### config.mk
export PLATFORM = sky130hd
export DESIGN_NAME = aes_req_arbiter
export DESIGN_NICKNAME = d
export VERILOG_FILES = /design/src/rtl/aes_req_arbiter_pkg.sv /design/src/rtl/aes_req_arbiter_rr_pick.sv /design/src/rtl/aes_req_arbiter.sv
export SDC_FILE = /design/constraint.sdc
export NUM_CORES = 1
export LEC_CHECK = 0
export ABC_CLOCK_PERIOD_IN_PS = 10000
export CORE_AREA = 3 3 351 353
export DETAILED_ROUTE_END_ITERATION = 8
export DIE_AREA = 0 0 354 356
export GPL_ROUTABILITY_DRIVEN = 0
export PLACE_DENSITY = 0.4
export SYNTH_ARGS = -nofsm -noshare
export SYNTH_HDL_FRONTEND = slang
export SYNTH_SLANG_ARGS = --single-unit
### constraint.sdc
create_clock -name clk -period 10 [get_ports clk]
set_input_delay 2 -clock clk [delete_from_list [all_inputs] [get_ports clk]]
set_output_delay 2 -clock clk [all_outputs]
set_load 0.02 [all_outputs]
### src/rtl/aes_req_arbiter_pkg.sv
// Shared types for the AES request arbiter: block width, FSM state encodings
// and a small one-hot helper.
package aes_req_arbiter_pkg;

    localparam int BLOCK_DATA_WIDTH = 128;
    localparam int ARB_STATE_W      = 2;
    localparam int ARB_MAX_REQ      = 8;

    typedef enum logic [ARB_STATE_W-1:0] {
        ARB_ST_IDLE  = 2'b00,
        ARB_ST_ISSUE = 2'b01,
        ARB_ST_BUSY  = 2'b10,
        ARB_ST_RESP  = 2'b11
    } arb_state_e;

    function automatic logic [ARB_MAX_REQ-1:0] idx_to_onehot(input logic [2:0] idx);
        idx_to_onehot = 8'b0000_0001 << idx;
    endfunction

endpackage

### src/rtl/aes_req_arbiter_rr_pick.sv
// Round-robin pick: first asserted request at or after rr_ptr, wrapping
// modulo NUM_REQ. Purely combinational.
module aes_req_arbiter_rr_pick
    import aes_req_arbiter_pkg::*;
#(
    parameter int NUM_REQ = 4,
    parameter int ID_W    = 2
) (
    input  logic [NUM_REQ-1:0] req_vld,
    input  logic [ID_W-1:0]    rr_ptr,
    output logic [ID_W-1:0]    winner,
    output logic               any_req
);

    logic [ID_W-1:0] cand_s;

    // Scan from farthest to nearest offset so the nearest asserted request is the last write.
    always_comb begin
        cand_s  = {ID_W{1'b0}};
        winner  = {ID_W{1'b0}};
        any_req = 1'b0;
        for (int k = NUM_REQ - 1; k >= 0; k--) begin
            cand_s  = ID_W'((int'(rr_ptr) + k) % NUM_REQ);
            winner  = req_vld[cand_s] ? cand_s : winner;
            any_req = any_req | req_vld[cand_s];
        end
    end

endmodule

### src/rtl/aes_req_arbiter.sv
// Round-robin scheduler sharing one AES-128 core among NUM_REQ requesters.
// Optional BUSY watchdog enabled by defining AES_ARB_TIMEOUT_EN.
module aes_req_arbiter
    import aes_req_arbiter_pkg::*;
#(
    parameter int NUM_REQ        = 4,
    parameter int ID_W           = 2,
    parameter int TIMEOUT_CYCLES = 64
) (
    input  logic                                clk,
    input  logic                                reset,
    input  logic [NUM_REQ-1:0]                  req_vld,
    input  logic [NUM_REQ*BLOCK_DATA_WIDTH-1:0] req_data,
    output logic [NUM_REQ-1:0]                  req_grant,
    input  logic                                core_data_accept,
    output logic [BLOCK_DATA_WIDTH-1:0]         core_block_data_in,
    output logic                                core_block_data_vld,
    input  logic [BLOCK_DATA_WIDTH-1:0]         core_data_out,
    input  logic                                core_data_out_vld,
    output logic [BLOCK_DATA_WIDTH-1:0]         resp_data,
    output logic [ID_W-1:0]                     resp_id,
    output logic                                resp_vld,
    input  logic                                resp_ready,
    output logic                                arb_err
);

    arb_state_e                  state_r;
    arb_state_e                  state_nxt_s;
    logic                        core_rdy_r;
    logic [ID_W-1:0]             rr_ptr_r;
    logic [ID_W-1:0]             cur_id_r;
    logic [ID_W-1:0]             winner_s;
    logic [ID_W-1:0]             ptr_nxt_s;
    logic                        any_req_s;
    logic [BLOCK_DATA_WIDTH-1:0] winner_data_s;
    logic [ARB_MAX_REQ-1:0]      winner_onehot_s;
    logic                        issue_s;
    logic                        capture_s;
    logic                        handshake_s;
    logic                        timeout_s;

    logic [NUM_REQ-1:0]          req_grant_r;
    logic [BLOCK_DATA_WIDTH-1:0] core_block_data_in_r;
    logic                        core_block_data_vld_r;
    logic [BLOCK_DATA_WIDTH-1:0] resp_data_r;
    logic [ID_W-1:0]             resp_id_r;
    logic                        resp_vld_r;

    aes_req_arbiter_rr_pick #(
        .NUM_REQ (NUM_REQ),
        .ID_W    (ID_W)
    ) u_rr_pick (
        .req_vld (req_vld),
        .rr_ptr  (rr_ptr_r),
        .winner  (winner_s),
        .any_req (any_req_s)
    );

    assign issue_s         = (state_r == ARB_ST_IDLE) && core_rdy_r && any_req_s;
    assign capture_s       = (state_r == ARB_ST_BUSY) && core_data_out_vld;
    assign handshake_s     = (state_r == ARB_ST_RESP) && resp_vld_r && resp_ready;
    assign ptr_nxt_s       = (winner_s == ID_W'(NUM_REQ - 1)) ? {ID_W{1'b0}} : winner_s + ID_W'(1);
    assign winner_onehot_s = idx_to_onehot(3'(winner_s));

    // Select the winning requester's block.
    always_comb begin
        winner_data_s = {BLOCK_DATA_WIDTH{1'b0}};
        for (int i = 0; i < NUM_REQ; i++) begin
            winner_data_s = (winner_s == ID_W'(i)) ?
                            req_data[i*BLOCK_DATA_WIDTH +: BLOCK_DATA_WIDTH] : winner_data_s;
        end
    end

    // Next-state logic.
    always_comb begin
        state_nxt_s = state_r;
        case (state_r)
            ARB_ST_IDLE: begin
                if (issue_s) begin
                    state_nxt_s = ARB_ST_ISSUE;
                end else begin
                    state_nxt_s = ARB_ST_IDLE;
                end
            end
            ARB_ST_ISSUE: state_nxt_s = ARB_ST_BUSY;
            ARB_ST_BUSY: begin
                if (capture_s) begin
                    state_nxt_s = ARB_ST_RESP;
                end else if (timeout_s) begin
                    state_nxt_s = ARB_ST_IDLE;
                end else begin
                    state_nxt_s = ARB_ST_BUSY;
                end
            end
            ARB_ST_RESP: begin
                if (handshake_s) begin
                    state_nxt_s = ARB_ST_IDLE;
                end else begin
                    state_nxt_s = ARB_ST_RESP;
                end
            end
            default: state_nxt_s = ARB_ST_IDLE;
        endcase
    end

    // State register.
    always_ff @(posedge clk or posedge reset) begin
        if (reset) begin
            state_r <= ARB_ST_IDLE;
        end else begin
            state_r <= state_nxt_s;
        end
    end

    // Arbitration bookkeeping, core handoff and response capture registers.
    always_ff @(posedge clk or posedge reset) begin
        if (reset) begin
            core_rdy_r            <= 1'b0;
            rr_ptr_r              <= {ID_W{1'b0}};
            cur_id_r              <= {ID_W{1'b0}};
            req_grant_r           <= {NUM_REQ{1'b0}};
            core_block_data_in_r  <= {BLOCK_DATA_WIDTH{1'b0}};
            core_block_data_vld_r <= 1'b0;
            resp_data_r           <= {BLOCK_DATA_WIDTH{1'b0}};
            resp_id_r             <= {ID_W{1'b0}};
            resp_vld_r            <= 1'b0;
        end else begin
            // An accept from the core wins over the clear so a ready pulse is never lost.
            if (core_data_accept) begin
                core_rdy_r <= 1'b1;
            end else if (state_r == ARB_ST_ISSUE) begin
                core_rdy_r <= 1'b0;
            end else if (timeout_s) begin
                core_rdy_r <= 1'b1;
            end else begin
                core_rdy_r <= core_rdy_r;
            end

            req_grant_r           <= issue_s ? NUM_REQ'(winner_onehot_s) : {NUM_REQ{1'b0}};
            core_block_data_vld_r <= (state_r == ARB_ST_ISSUE);

            if (issue_s) begin
                core_block_data_in_r <= winner_data_s;
                cur_id_r             <= winner_s;
                rr_ptr_r             <= ptr_nxt_s;
            end else begin
                core_block_data_in_r <= core_block_data_in_r;
                cur_id_r             <= cur_id_r;
                rr_ptr_r             <= rr_ptr_r;
            end

            if (capture_s) begin
                resp_data_r <= core_data_out;
                resp_id_r   <= cur_id_r;
                resp_vld_r  <= 1'b1;
            end else if (handshake_s) begin
                resp_data_r <= resp_data_r;
                resp_id_r   <= resp_id_r;
                resp_vld_r  <= 1'b0;
            end else begin
                resp_data_r <= resp_data_r;
                resp_id_r   <= resp_id_r;
                resp_vld_r  <= resp_vld_r;
            end
        end
    end

`ifdef AES_ARB_TIMEOUT_EN
    logic [6:0] tmo_cnt_r;
    logic       arb_err_r;

    assign timeout_s = (state_r == ARB_ST_BUSY) && !core_data_out_vld &&
                       (tmo_cnt_r == 7'(TIMEOUT_CYCLES - 1));

    // BUSY watchdog: restarts on BUSY entry, latches a sticky error on expiry.
    always_ff @(posedge clk or posedge reset) begin
        if (reset) begin
            tmo_cnt_r <= 7'd0;
            arb_err_r <= 1'b0;
        end else begin
            if (state_r == ARB_ST_ISSUE) begin
                tmo_cnt_r <= 7'd0;
            end else if (state_r == ARB_ST_BUSY) begin
                tmo_cnt_r <= tmo_cnt_r + 7'd1;
            end else begin
                tmo_cnt_r <= tmo_cnt_r;
            end
            arb_err_r <= arb_err_r | timeout_s;
        end
    end

    assign arb_err = arb_err_r;
`else
    logic unused_timeout_s;

    assign timeout_s        = 1'b0;
    assign unused_timeout_s = (TIMEOUT_CYCLES == 0);
    assign arb_err          = 1'b0;
`endif

    assign req_grant           = req_grant_r;
    assign core_block_data_in  = core_block_data_in_r;
    assign core_block_data_vld = core_block_data_vld_r;
    assign resp_data           = resp_data_r;
    assign resp_id             = resp_id_r;
    assign resp_vld            = resp_vld_r;

endmodule

Figure 1. The metal 2 layer.
Scale: 1.5 px per um.
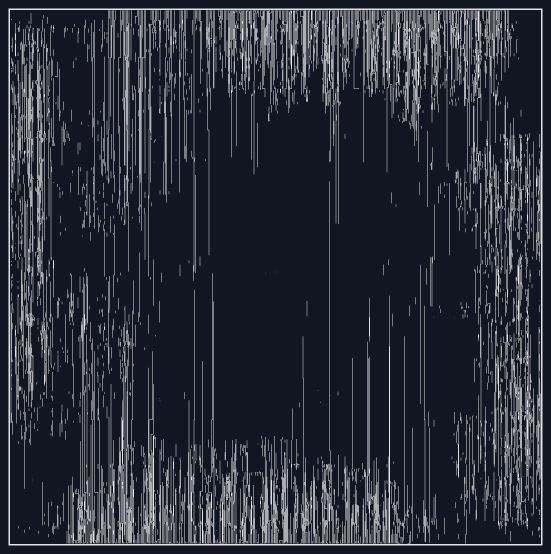
- nets with wire on the layer: 2441
- main direction: vertical
- longest straight run: 180 um
- share of all routed wire: 49%
- wire length on this layer: 44.8 mm
grt met2 use: 23.9%
vias: 14.5k
WL final: 91.2 mm

==> impl_metrics.csv <==
group,metric,value,unit
yosys,yosysWarnings,0,
clock_tree,cts_tree,"yes",
routing,viasPerCell,3.77,
yosys,ys_top_cells_by_area,"dfrtp_1, mux2_2, a21oi_1, a211o_1, a221oi_1",
clock_tree,htreeDepth,2,
min_path,hold_path.class,"flip-flop to flip-flop",
critical_path,path_max_fanout,127,
power,peakVddDrop,0.000206,V
finish,final_nets,2848,
run,warnings,41,
run_status,outcome,"complete, no violations",
finish,fin_area,25800,um^2
critical_path,r2r_end,"core_block_data_in[78]$_DFFE_PP0P_",
timing,slew_viol_final,0,
yosys,synth_flops,271,
timing,finalClockPeriodUsage,50.2,%
yosys,yosysCellCount,1354,
yosys,synth.avg_cell_area,10.1,um^2
timing,clock.fmax,199,MHz
placement,place_inst,3764,
clock_tree,cts.sinks,271,
min_path,whs_endpoint,"cur_id_r[0]$_DFFE_PP0P_",
routing,drc,0,
critical_path,arrival,5.51,ns
timing,setup_viol,0,
Figure 2. Routed metal, one colour a layer.
Scale: 1 px per um. Only two layers are drawn.
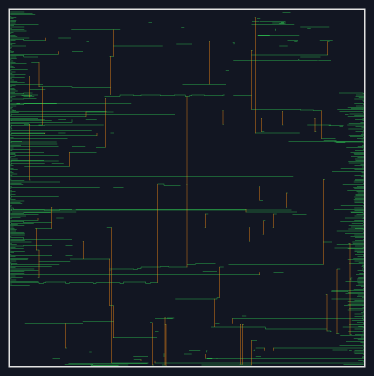
- metal 3: green (wire length 9490 um)
- metal 4: orange (wire length 1870 um)
wire per inst: 23.7 um
All-Layer GR Usage: 13.7%

## cell usage in the layout, fill, tap and decap left out, types with 4 or more instances in the layout
| master | count |
|---|---|
| nand2_1 | 10 |
| clkbuf_16 | 41 |
| nor2_1 | 130 |
| and2_1 | 4 |
| clkbuf_8 | 8 |
| dfrtp_1 | 271 |
| mux2_2 | 130 |
| a221oi_1 | 127 |
| clkdlybuf4s50_1 | 912 |
| buf_12 | 4 |
| clkbuf_1 | 13 |
| inv_1 | 131 |
| a211o_1 | 127 |
| o21ai_0 | 5 |
| a21oi_1 | 260 |
| diode_2 | 11 |
| buf_4 | 14 |
| nor2b_1 | 5 |
## final cells by class
type                            count  area (um^2)  area share (%)
Clock inverter                      9          151           0.587
Clock buffer                       62         1180            4.59
Tap cell                         1612         2020            7.81
Antenna cell                       11         27.5           0.107
Multi-Input combinational cell    819         5830            22.6
Sequential cell                   271         6780            26.3
Inverter                          132          503            1.95
Timing Repair Buffer              930         9310            36.1
## logic make-up after synthesis
| logic type | Yosys count | share of synthesized area (%) |
|---|---|---|
| AND/OR/NAND/NOR | 159 | 4.80 |
| buffers and inverters | 264 | 7.98 |
| flip-flops | 271 | 49.7 |
| AND-OR/OR-AND | 524 | 26.3 |
| other | 1 | 0.0275 |
| multiplexers | 131 | 10.8 |
| adder cells (fa/ha/maj) | 4 | 0.367 |
## tightest hold or removal path, stage by stage, from the launching register on
cell and delay [ns]:
dfrtp_1 0.35, nand2_1 0.05, o21ai_0 0.06
## metal layers
layer	wire, um	track usage, %	vias to the layer above
met1	34900	15.3	7086
met5	226	0	-
met3	9490	6.41	140
li1	-	-	6634
met4	1870	2.96	34
met2	44800	23.9	623
Power figures rest on the tool's default switching activity, not on a simulated workload.
